<file path="src/rtl/l1_writeback_buffer_if.sv">
// Interface bundling the L1 eviction, L2 writeback and read-forwarding
// signals of the L1 writeback buffer.
interface l1_writeback_buffer_if #(
  parameter int ADDR_WIDTH = 11,
  parameter int DATA_WIDTH = 32
) ();

  logic                  evict_valid;
  logic                  evict_ready;
  logic [ADDR_WIDTH-1:0] evict_addr;
  logic [DATA_WIDTH-1:0] evict_data;

  logic                  wb_valid;
  logic                  wb_ready;
  logic [ADDR_WIDTH-1:0] wb_addr;
  logic [DATA_WIDTH-1:0] wb_data;

  logic [ADDR_WIDTH-1:0] lookup_addr;
  logic                  lookup_hit;
  logic [DATA_WIDTH-1:0] lookup_data;

  // Buffer side: consumes victims and lookups, produces writebacks.
  modport slave (
    input  evict_valid, evict_addr, evict_data, wb_ready, lookup_addr,
    output evict_ready, wb_valid, wb_addr, wb_data, lookup_hit, lookup_data
  );

  // Environment side: L1 eviction source, L2 sink and read path.
  modport master (
    output evict_valid, evict_addr, evict_data, wb_ready, lookup_addr,
    input  evict_ready, wb_valid, wb_addr, wb_data, lookup_hit, lookup_data
  );

endinterface

</file>
<file path="src/rtl/l1_writeback_buffer.sv">
// L1 writeback buffer: in-order queue of dirty victims drained to L2,
// with coalescing of repeat evictions to non-head entries and
// youngest-match forwarding to the read-miss path.
module l1_writeback_buffer #(
  parameter int ADDR_WIDTH = 11,
  parameter int DATA_WIDTH = 32,
  parameter int DEPTH      = 4
) (
  input  logic                     clk,
  input  logic                     rst_n,
  l1_writeback_buffer_if.slave     bus,
  output logic [$clog2(DEPTH):0]   count,
  output logic [31:0]              perf_writebacks,
  output logic [31:0]              perf_coalesced,
  output logic [31:0]              perf_full_stalls
);

  localparam int PTR_W = $clog2(DEPTH);
  localparam int CNT_W = PTR_W + 1;
  localparam logic [CNT_W-1:0] FULL_CNT = CNT_W'(DEPTH);

  logic [DEPTH-1:0]      r_valid;
  logic [ADDR_WIDTH-1:0] r_addr [DEPTH];
  logic [DATA_WIDTH-1:0] r_data [DEPTH];
  logic [PTR_W-1:0]      r_head;
  logic [PTR_W-1:0]      r_tail;
  logic [CNT_W-1:0]      r_count;
  logic                  r_wb_valid;
  logic [31:0]           r_perf_wb;
  logic [31:0]           r_perf_coal;
  logic [31:0]           r_perf_stall;

  logic                  w_coal_hit;
  logic [PTR_W-1:0]      w_coal_idx;
  logic                  w_not_full;
  logic                  w_accept;
  logic                  w_alloc;
  logic                  w_coalesce;
  logic                  w_drain;
  logic                  w_stall;
  logic [CNT_W-1:0]      w_count_nxt;
  logic                  w_lookup_hit;
  logic [DATA_WIDTH-1:0] w_lookup_data;

  function automatic logic [31:0] sat_inc(input logic [31:0] v);
    return (v == 32'hFFFF_FFFF) ? v : v + 32'd1;
  endfunction

  // Find a valid non-head entry matching the victim; the head is excluded
  // because its address/data are already committed to the wb port.
  always_comb begin
    w_coal_hit = 1'b0;
    w_coal_idx = '0;
    for (int i = 0; i < DEPTH; i++) begin
      if (r_valid[i] && (PTR_W'(i) != r_head) &&
          (r_addr[i] == bus.evict_addr)) begin
        w_coal_hit = 1'b1;
        w_coal_idx = PTR_W'(i);
      end
    end
  end

  // A full buffer still accepts a victim it can merge; wb_ready is
  // deliberately not consulted so acceptance never depends on L2.
  assign w_not_full      = (r_count != FULL_CNT);
  assign bus.evict_ready = w_not_full || w_coal_hit;
  assign w_accept        = bus.evict_valid && bus.evict_ready;
  assign w_alloc         = w_accept && !w_coal_hit;
  assign w_coalesce      = w_accept && w_coal_hit;
  assign w_drain         = r_wb_valid && bus.wb_ready;
  assign w_stall         = bus.evict_valid && !bus.evict_ready;

  // Occupancy after this edge: allocation and drain cancel out.
  always_comb begin
    w_count_nxt = r_count;
    case ({w_alloc, w_drain})
      2'b10:   w_count_nxt = r_count + CNT_W'(1);
      2'b01:   w_count_nxt = r_count - CNT_W'(1);
      default: w_count_nxt = r_count;
    endcase
  end

  // Control state: pointers, valid bits, occupancy, wb_valid and counters.
  always_ff @(posedge clk or negedge rst_n) begin
    if (!rst_n) begin
      r_valid      <= '0;
      r_head       <= '0;
      r_tail       <= '0;
      r_count      <= '0;
      r_wb_valid   <= 1'b0;
      r_perf_wb    <= '0;
      r_perf_coal  <= '0;
      r_perf_stall <= '0;
    end else begin
      if (w_drain) begin
        r_valid[r_head] <= 1'b0;
        r_head          <= r_head + PTR_W'(1);
        r_perf_wb       <= sat_inc(r_perf_wb);
      end
      // Allocation never targets the draining head: allocation needs a
      // free slot, and the tail only meets a valid head when full.
      if (w_alloc) begin
        r_valid[r_tail] <= 1'b1;
        r_tail          <= r_tail + PTR_W'(1);
      end
      if (w_coalesce) begin
        r_perf_coal <= sat_inc(r_perf_coal);
      end
      if (w_stall) begin
        r_perf_stall <= sat_inc(r_perf_stall);
      end
      r_count    <= w_count_nxt;
      r_wb_valid <= (w_count_nxt != '0);
    end
  end

  // Entry payload; left unreset since every reader is gated by r_valid.
  always_ff @(posedge clk) begin
    if (w_alloc) begin
      r_addr[r_tail] <= bus.evict_addr;
      r_data[r_tail] <= bus.evict_data;
    end else if (w_coalesce) begin
      r_data[w_coal_idx] <= bus.evict_data;
    end
  end

  // Forwarding: walk entries oldest to youngest from the head so the
  // youngest match overrides any older duplicate.
  always_comb begin : p_lookup
    logic [PTR_W-1:0] idx;
    w_lookup_hit  = 1'b0;
    w_lookup_data = '0;
    idx           = '0;
    for (int k = 0; k < DEPTH; k++) begin
      idx = r_head + PTR_W'(k);
      if (r_valid[idx] && (r_addr[idx] == bus.lookup_addr)) begin
        w_lookup_hit  = 1'b1;
        w_lookup_data = r_data[idx];
      end
    end
  end

  assign bus.lookup_hit  = w_lookup_hit;
  assign bus.lookup_data = w_lookup_data;

  assign bus.wb_valid    = r_wb_valid;
  assign bus.wb_addr     = r_addr[r_head];
  assign bus.wb_data     = r_data[r_head];

  assign count            = r_count;
  assign perf_writebacks  = r_perf_wb;
  assign perf_coalesced   = r_perf_coal;
  assign perf_full_stalls = r_perf_stall;

endmodule

</file>
<file path="src/flat_wrapper.sv">
// flat-port wrapper written by rule: the top's interface ports become plain ports
module l1_writeback_buffer_flat 
#(
  parameter int ADDR_WIDTH = 11,
  parameter int DATA_WIDTH = 32,
  parameter int DEPTH      = 4
)
  (clk, rst_n, count, perf_writebacks, perf_coalesced, perf_full_stalls, bus_evict_valid, bus_evict_addr, bus_evict_data, bus_wb_ready, bus_lookup_addr, bus_evict_ready, bus_wb_valid, bus_wb_addr, bus_wb_data, bus_lookup_hit, bus_lookup_data);
  l1_writeback_buffer_if #(.ADDR_WIDTH(ADDR_WIDTH), .DATA_WIDTH(DATA_WIDTH)) bus_i ();
  input  logic clk;
  input  logic rst_n;
  output logic [$clog2(DEPTH):0] count;
  output logic [31:0] perf_writebacks;
  output logic [31:0] perf_coalesced;
  output logic [31:0] perf_full_stalls;
  input wire logic [$bits(bus_i.evict_valid)-1:0] bus_evict_valid;
  input wire logic [$bits(bus_i.evict_addr)-1:0] bus_evict_addr;
  input wire logic [$bits(bus_i.evict_data)-1:0] bus_evict_data;
  input wire logic [$bits(bus_i.wb_ready)-1:0] bus_wb_ready;
  input wire logic [$bits(bus_i.lookup_addr)-1:0] bus_lookup_addr;
  output wire logic [$bits(bus_i.evict_ready)-1:0] bus_evict_ready;
  output wire logic [$bits(bus_i.wb_valid)-1:0] bus_wb_valid;
  output wire logic [$bits(bus_i.wb_addr)-1:0] bus_wb_addr;
  output wire logic [$bits(bus_i.wb_data)-1:0] bus_wb_data;
  output wire logic [$bits(bus_i.lookup_hit)-1:0] bus_lookup_hit;
  output wire logic [$bits(bus_i.lookup_data)-1:0] bus_lookup_data;
  assign bus_i.evict_valid = bus_evict_valid;
  assign bus_i.evict_addr = bus_evict_addr;
  assign bus_i.evict_data = bus_evict_data;
  assign bus_i.wb_ready = bus_wb_ready;
  assign bus_i.lookup_addr = bus_lookup_addr;
  assign bus_evict_ready = bus_i.evict_ready;
  assign bus_wb_valid = bus_i.wb_valid;
  assign bus_wb_addr = bus_i.wb_addr;
  assign bus_wb_data = bus_i.wb_data;
  assign bus_lookup_hit = bus_i.lookup_hit;
  assign bus_lookup_data = bus_i.lookup_data;
  l1_writeback_buffer #(.ADDR_WIDTH(ADDR_WIDTH), .DATA_WIDTH(DATA_WIDTH), .DEPTH(DEPTH)) u_core (.clk(clk), .rst_n(rst_n), .bus(bus_i), .count(count), .perf_writebacks(perf_writebacks), .perf_coalesced(perf_coalesced), .perf_full_stalls(perf_full_stalls));
endmodule
</file>
<file path="config.mk">
export PLATFORM = sky130hd
export DESIGN_NAME = l1_writeback_buffer_flat
export DESIGN_NICKNAME = d
export VERILOG_FILES = /design/src/rtl/l1_writeback_buffer_if.sv /design/src/rtl/l1_writeback_buffer.sv /design/src/flat_wrapper.sv
export SDC_FILE = /design/constraint.sdc
export NUM_CORES = 1
export LEC_CHECK = 0
export ABC_CLOCK_PERIOD_IN_PS = 7050
export CAP_MARGIN = 15
export CORE_MARGIN = 5
export CORE_UTILIZATION = 44
export DETAILED_ROUTE_END_ITERATION = 12
export PLACE_DENSITY = 0.67
export SLEW_MARGIN = 20
export SYNTH_ARGS = -nofsm -noshare
export SYNTH_HDL_FRONTEND = slang
export SYNTH_SLANG_ARGS = --single-unit
</file>
<file path="constraint.sdc">
create_clock -name clk -period 7.05 [get_ports clk]
set_input_delay 1.41 -clock clk [delete_from_list [all_inputs] [get_ports clk]]
set_output_delay 1.41 -clock clk [all_outputs]
set_load 0.05 [all_outputs]
</file>
==> impl_metrics.toml <==
# synthesis and place-and-route metrics
[yosys]
fp_nets = 1318
synth_cell_types = 58
topCellsByArea = "edfxtp_1 30%, mux4_2 20%, dfrtp_1 16%"
edf_count = 172
yosys.stat.seqShare_pct = 46.38
common_cells = "172 x edfxtp_1, 153 x mux4_2, 109 x xnor2_1"
ys_cells = 1247
ys_warn_count = 0
ys_ff = 280

[run_status]
outcome = "complete, no violations"

[power]
p_seq_w = 0.00239
power.total_w = 0.008277
swShare_pct = 40.57
switching_power_w = 0.003358
pwr-share-seq_pct = 28.9

[floorplan]
dieArea_mm2 = 0.04258
taps = 518
initial_core_util_pct = 44.21

[global_route]
grt_max_degree = 70
grt-ovfl-total = 0
grtUsageMet3_pct = 5.225
track_usage_pct = 19.94

[final_timing]
relSlewSlack_pct = 32.57
fin_setup_tns_ns = 0
skew_ns = 0.01551
maxSlewViolCount = 0
hold_viol_final = 0

[clock_network]
cts_tree = "built"
cts_setup_buffers = 0
htreeDepth = 1
ctsResizeCount = 0
holdBufCountCts = 0
root_buffer = "clkbuf_16"
worstSkewPairLatency_ns = 0.56

[finish]
fill_cells = 3191
finalNonFillerCells = 1994
comb_cells = 846
final_util_pct = 53.87
n_sequential_cell = 280
comb_share_pct = 41.52
postLayoutCellArea_mm2 = 0.02067
area_growth_pct = 21.85
buf_share_pct = 11.98

[setup_path]
rr_worst_depth = 15
crit_slowest_cell = "nor4_4"
crit_family = "buffers and inverters"
critical-path-max-stage-delay_ns = 0.71
cp.arrival_ns = 5.11
worstSetupStartpointType = "flop"
reg2reg_from = "u_core.r_head[0]"
path_depth = 11
crit_required_ns = 5.64

[placement]
numPortBuffers = 234
dpl.hpwl_mm = 30.57

[run]
tool_warnings = 32
max-cap-violations = 0

[routing]
wl_met2_mm = 20.93
route.detailed.drc = 0
m1WireLength_mm = 18.12
antenna_left = 0
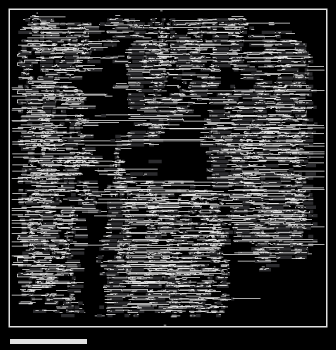
**Above:** M1 wires.
The bar under the picture is 50 um long. Cells faint in the background.
main direction = horizontal
wire length on this layer = 18100 um
share of all routed wire = 42%

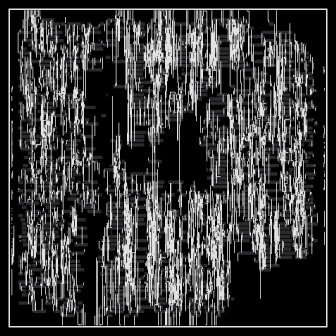
**Above:** metal 2.
Cells faint in the background.
share of all routed wire = 48%
longest straight run = 70.0 um
wire length on this layer = 20.9 mm
main direction = vertical

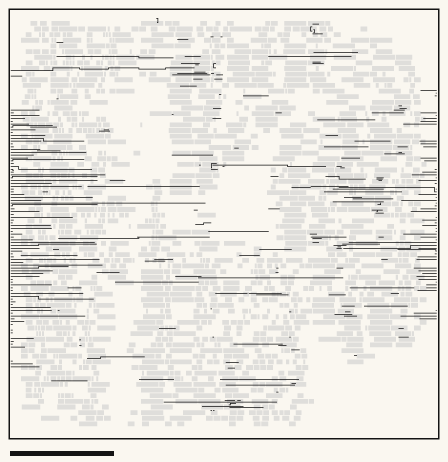
**Above:** metal 3.
The bar under the picture is 50 um long. Cells faint in the background.
main direction = horizontal
nets with wire on the layer = 238
longest straight run = 93.6 um
wire length on this layer = 3420 um
share of all routed wire = 7.9%

No activity file was given, so power comes from the tool's default toggle rates.
